Fig. 1: run 1, signal metal coverage by tile
21 x 21 tiles, from dark blue (low) to red (high), scaled to the fullest tile. Values are wire area over tile area, all layers added.
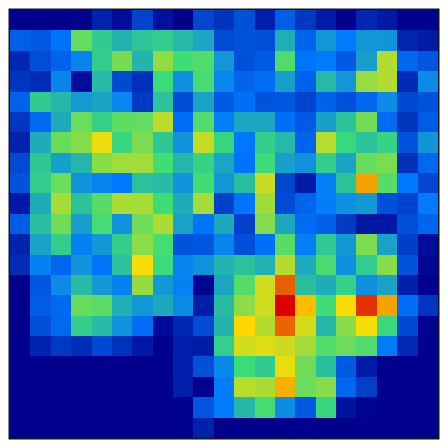
Fig. 2: run 1, routed clock nets over the placement
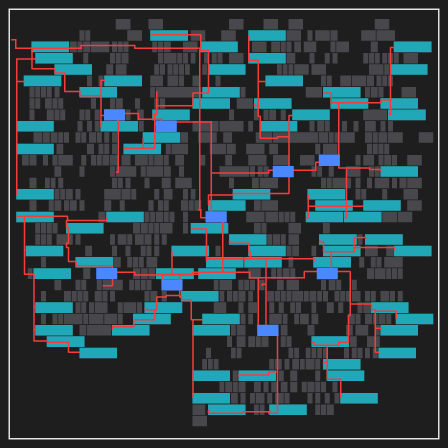
Fig. 3: run 1, sequential cells grouped by signal name
Bar = 20 µm.
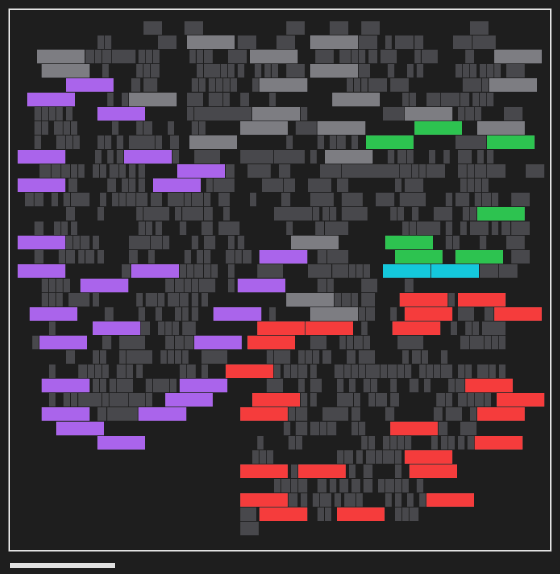
==> config.mk <==
export PLATFORM = sky130hd
export DESIGN_NAME = watch_set_ctrl
export DESIGN_NICKNAME = d
export VERILOG_FILES = /design/src/rtl/watch_pkg.sv /design/src/rtl/watch_divider.sv /design/src/rtl/watch_set_ctrl.sv
export SDC_FILE = /design/constraint.sdc
export NUM_CORES = 1
export LEC_CHECK = 0
export ABC_AREA = 1
export CORE_UTILIZATION = 45
export CTS_CLUSTER_SIZE = 24
export DETAILED_ROUTE_END_ITERATION = 10
export PLACE_DENSITY_LB_ADDON = 0.12
export SLEW_MARGIN = 30
export SYNTH_ARGS = -nofsm -noshare
export SYNTH_HDL_FRONTEND = slang
export SYNTH_SLANG_ARGS = --single-unit
==> constraint.sdc <==
create_clock -name clk -period 5.6 [get_ports clk]
set_input_delay 1.4 -clock clk [delete_from_list [all_inputs] [get_ports clk]]
set_output_delay 1.4 -clock clk [all_outputs]
set_load 0.03 [all_outputs]
==> notes.md, run 1 <==
Results of the run.

The run finished with clean final reports. The top cell types in the final layout, fill and taps aside, are sky130_fd_sc_hd__nand2_1 (142), sky130_fd_sc_hd__nor2_1 (100), sky130_fd_sc_hd__dfrtp_1 (80). The cell class contributing the biggest share of worst-path delay is buffers and inverters. For the worst setup path, the data required time is 4.20 ns. In the hold timing report, the worst path depth is 2. For reference, the clock transition at the flip-flops on the worst setup and hold paths is 0.08 ns. Setup repair after global routing left no endpoint under its margin. The die height is 103 µm. The cell sequence reported for the critical path is clkdlybuf4s50_1. The total buffers and inverters traversed by the critical path is 1. Among all stages on the critical path, the maximum delay recorded is 0.70 ns. The overall die size recorded for this design is 10,500 µm².

The chip area in the Yosys report is 4560 µm². The synthesized netlist net count is 606. Gates resized during post-CTS repair numbered 0. The cell-internal power is 1.09 mW. The area added between synthesis and finish is 13.9%.

The count of nets left with antenna violations once routing finished came out at 0. The uppermost signal routing layer after detailed routing is met4. The worst IR drop on VDD is 0.000169 V. The horizontal die dimension reported for this design is 103 µm. The area fraction of the dominant cell type after synthesis is 0.439.

The highest clock rate is 347 MHz. The critical path maximum fanout is 6. The final weighted congestion recorded by global placement is 0.858. The cell area after layout is 5190 µm². The smallest clock period supported by the final layout is computed as 2.88 ns. In the floorplan report the effective utilization is 0.465. The number of cells reported by Yosys stat comes to 593. The register with the most flip-flops in the layout has 26 of them.
About Fig. 1:
nearly empty tiles = 17%
emptiest ninth of the die = bottom left
fullest tile = 0.46
post-detailed-routing wire length: 9140 µm
count of vias placed by the detailed router: 3,720
overall fraction of global-route tracks in use: 0.192

About Fig. 2:
red -> clock wires  # length 1,020 µm
blue -> clock-net drivers  # count 9
cyan -> flip-flops  # count 80
routed clock nets = 10
flops lie = all over the die
worst skew pair latency: 0.35 ns
Clock power frac: 0.279
setup skew after layout: 0.0116 ns
P_clk: 471 µW

About Fig. 3:
red -> `u_blink.cnt`  # sequential cells 24
purple -> `u_tick.cnt`  # sequential cells 26
cyan -> `enable`  # sequential cells 2
green -> `mins`  # sequential cells 7
core utilization of the finished layout: 0.529
total sequential power: 699 µW
register share of the cell area: 0.385
sequential cell area in the final layout: 2000 µm²

==> run 1: cells by family after synthesis <==
kind of cell             share of synthesized area
AND/OR/NAND/NOR                              0.378
buffers and inverters                       0.0760
XOR/XNOR                                    0.0346
adder cells (fa/ha/maj)                     0.0247
AND-OR/OR-AND                               0.0483
flip-flops                                   0.439
==> run 1: per-stage QoR <==
step	total power, mW	hold WS, ns	worst slack [ns]
final	1.69	0.444	2.72
after CTS	1.72	0.451	2.69
after global routing	1.81	0.492	2.55
after global placement	1.22	0.427	2.43
after detailed placement	1.24	0.432	2.36
after floorplan	1.08	0.414	2.15
==> run 1: power by group through the flow <==
stage	combinational (mW)	sequential, mW	clock, mW
final	0.520	0.699	0.471
after detailed placement	0.525	0.712	0
after global routing	0.586	0.709	0.512
after CTS	0.528	0.699	0.489
after global placement	0.517	0.707	0
after floorplan	0.304	0.776	0
==> run 1: layout make-up <==
cell class              instances  area (µm²)  share of cell area
inverters                      85         324              0.0624
clock buffers                  12         155              0.0299
flip-flops and latches         80        2000               0.385
repair buffers                 27         268              0.0516
clock inverters                 3        65.1              0.0125
well taps                     133         166              0.0320
multi-input cells             426        2210               0.426
==> run 1: worst register-to-register path, cell delays in order, from the launching register on <==
cell and delay, ns:
sky130_fd_sc_hd__dfrtp_1 0.42, sky130_fd_sc_hd__inv_1 0.12, sky130_fd_sc_hd__ha_1 0.26, sky130_fd_sc_hd__inv_2 0.09, sky130_fd_sc_hd__nor2_8 0.16, sky130_fd_sc_hd__inv_2 0.12
sky130_fd_sc_hd__nor2_2 0.46, sky130_fd_sc_hd__inv_1 0.17, sky130_fd_sc_hd__nor3_1 0.16
==> inputs of run 2 (changes only) <==
==> constraint.sdc (replaced) <==
create_clock -name clk -period 2.8 [get_ports clk]
set_input_delay 0.7 -clock clk [delete_from_list [all_inputs] [get_ports clk]]
set_output_delay 0.7 -clock clk [all_outputs]
set_load 0.03 [all_outputs]
Fig. 4: run 2, sequential cells grouped by signal name
Bar = 20 µm.
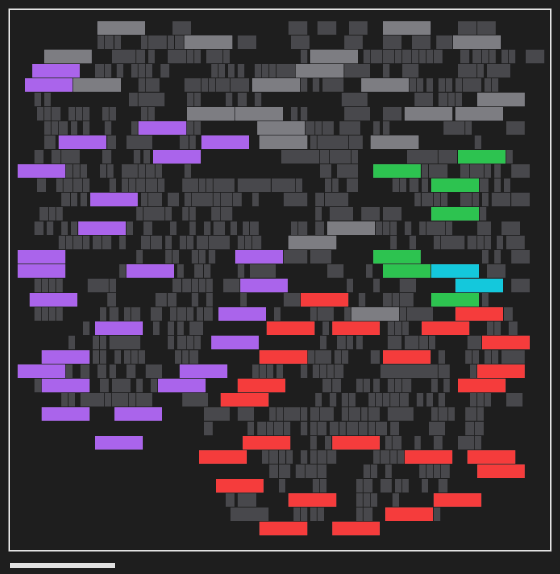
cyan -> `enable`  # sequential cells 2
red -> `u_blink.cnt`  # sequential cells 24
green -> `mins`  # sequential cells 7
purple -> `u_tick.cnt`  # sequential cells 26
not coloured = 21
register share of the cell area: 0.385
total sequential power: 1.40 mW
core utilization of the finished layout: 0.530

Fig. 5: run 2, cell outlines without signal wires
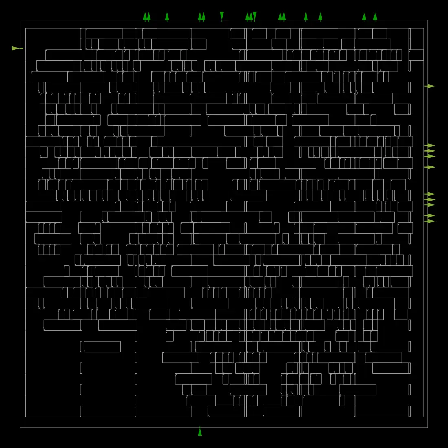
final cell count without fillers: 770
number of filler instances in the final layout: 959

==> run 2 against run 1 <==
Against the previous run: area after synthesis is the same; worst setup slack lost 2.1 ns; global-route usage grew 0.16 points; combinational power grew 110%; hold slack gained 0.012 ns; wire length grew 0.69%; clock skew shrank 0.0031 ns; via count grew 0.78%; first-iteration DRC count shrank 34%; core utilization grew 0.089 points; die area is the same; critical path type unchanged; highest routed layer unchanged.
==> notes.md, run 2 <==
Results of the run.

The flow ran to the end, and the final reports show no timing, DRC or antenna violations. The total global-route track usage is 0.194 (+0.00158). Based on the critical path, the design can be clocked at up to 456 MHz.

The floorplan die area is 10,500 µm² (unchanged). Ranking logic cells in the layout by count gives the top entries sky130_fd_sc_hd__nand2_1 (142), sky130_fd_sc_hd__nor2_1 (100), sky130_fd_sc_hd__dfrtp_1 (80). Grouping stages by cell kind, the critical path spends the most delay in buffers and inverters.

The fraction of the mapped netlist area in compound gates is 0.0483 (unchanged). The data required time of the critical path is 2.10 ns (-2.10 ns). The post-synthesis cell count from yosys is 593 (unchanged). The worst-case hold slack is 0.456 ns (+0.0120 ns). The fraction of layout instances using a drive strength above 1 is 0.111. The floorplan utilization is 0.465 (unchanged). The dominant non-sequential cell family after synthesis is simple AND/OR/NAND/NOR gates. The weighted congestion at the end of routability-driven global placement is 0.837 (-2.5%). The portion of total power attributed to the clock network is 0.258 (-0.021).

The worst setup skew after layout was 0.00852 ns (-0.00306 ns). The number of antenna-violating nets in the routed design came to 0 (unchanged). In this run the post-CTS setup repair buffer count came out at 0.

The synthesized netlist net count is 606 (unchanged). Using the TritonRoute via totals, the vias-per-cell ratio works out to 4.87. The register clock-pin slew on the reported worst setup and hold paths came to 0.08 ns (about the same). The total routed wirelength came to 9210 µm (+0.69%). The adder-cell area share of the yosys netlist is 0.0247 (unchanged).

The number of flip-flops in the largest register came to 26 (unchanged). The post-synthesis mux area share is 0 (unchanged). The routed design could run at a clock period as short as 2.19 ns. The total buffers and inverters traversed by the critical path was 1 (unchanged). The total via count in the routed design is 3,749 (+0.78%). Setup repair after global routing left no endpoint under its margin. The chip area in the Yosys report is 4560 µm² (unchanged). The cell depth of the worst hold path is 2 (unchanged). The worst IR drop on VDD is 0.000298 V (+77%).

Among all stages on the critical path, the largest delay is contributed by sky130_fd_sc_hd__clkdlybuf4s50_1. The die width is 103 µm (unchanged). The delay contributed by the slowest stage of the critical path is 0.70 ns (about the same). The area growth from synthesis to layout is 14.0%. The area fraction of the dominant cell type after synthesis is 0.439 (unchanged). The die height is 103 µm (unchanged). The post-synthesis share of cell area spent on xor and xnor gates came to 0.0346 (unchanged). The total power of the final layout is 3.35 mW (+98%).

The clock insertion delay at the later pin of the skew report is 0.36 ns (about the same). The signal on the critical path passes through clkdlybuf4s50_1. The number of cells upsized or downsized after cts is 0 (unchanged). The cell-internal power was 2.10 mW (+92%). The post-synthesis simple-gate area fraction came to 0.378 (unchanged).
[run 2: layout make-up]
class / instances / area (µm²) / share of cell area
multi-input cells: 426 / 2210 / 0.425
flip-flops and latches: 80 / 2000 / 0.385
inverters: 85 / 320 / 0.0616
repair buffers: 30 / 303 / 0.0582
well taps: 133 / 166 / 0.0320
clock buffers: 11 / 141 / 0.0272
clock inverters: 5 / 56.3 / 0.0108
[run 2: cells by family (layout without fill, tap and decap cells)]
family          after synthesis  after routing
compound gates               37             37
xor+xnor                     18             18
fa+ha+maj                     9              9
buf+inv                      87            131
flops                        80             80
simple gates                362            362
[run 2: routing by layer]
metal | wire, µm | share of wire | GRT usage | vias to the layer above
li1 | - | - | - | 1943
met1 | 4600 | 0.50 | 0.267 | 1754
met2 | 4240 | 0.46 | 0.306 | 42
met3 | 260 | 0.028 | 0.0366 | 10
met4 | 106 | 0.012 | 0.0670 | 0
met5 | 0 | 0 | 0 | -
[run 2: power by group through the flow]
stage	clock network, mW	registers (mW)	logic (mW)
global route	0.945	1.42	1.22
CTS	0.895	1.40	1.10
finish	0.864	1.40	1.09
detailed placement	0	1.42	1.10
floorplan	0	1.55	0.609
global placement	0	1.41	1.08
[run 2: per-stage QoR]
| stage | instance area, µm² | cells | setup slack [ns] |
|---|---|---|---|
| global route | 5200 | 770 | 0.533 |
| floorplan | 4560 | 593 | 0.0483 |
| finish | 5200 | 770 | 0.607 |
| detailed placement | 5000 | 754 | 0.398 |
| global placement | 5000 | 754 | 0.440 |
| CTS | 5200 | 770 | 0.583 |
Power and IR drop assume default switching activity.
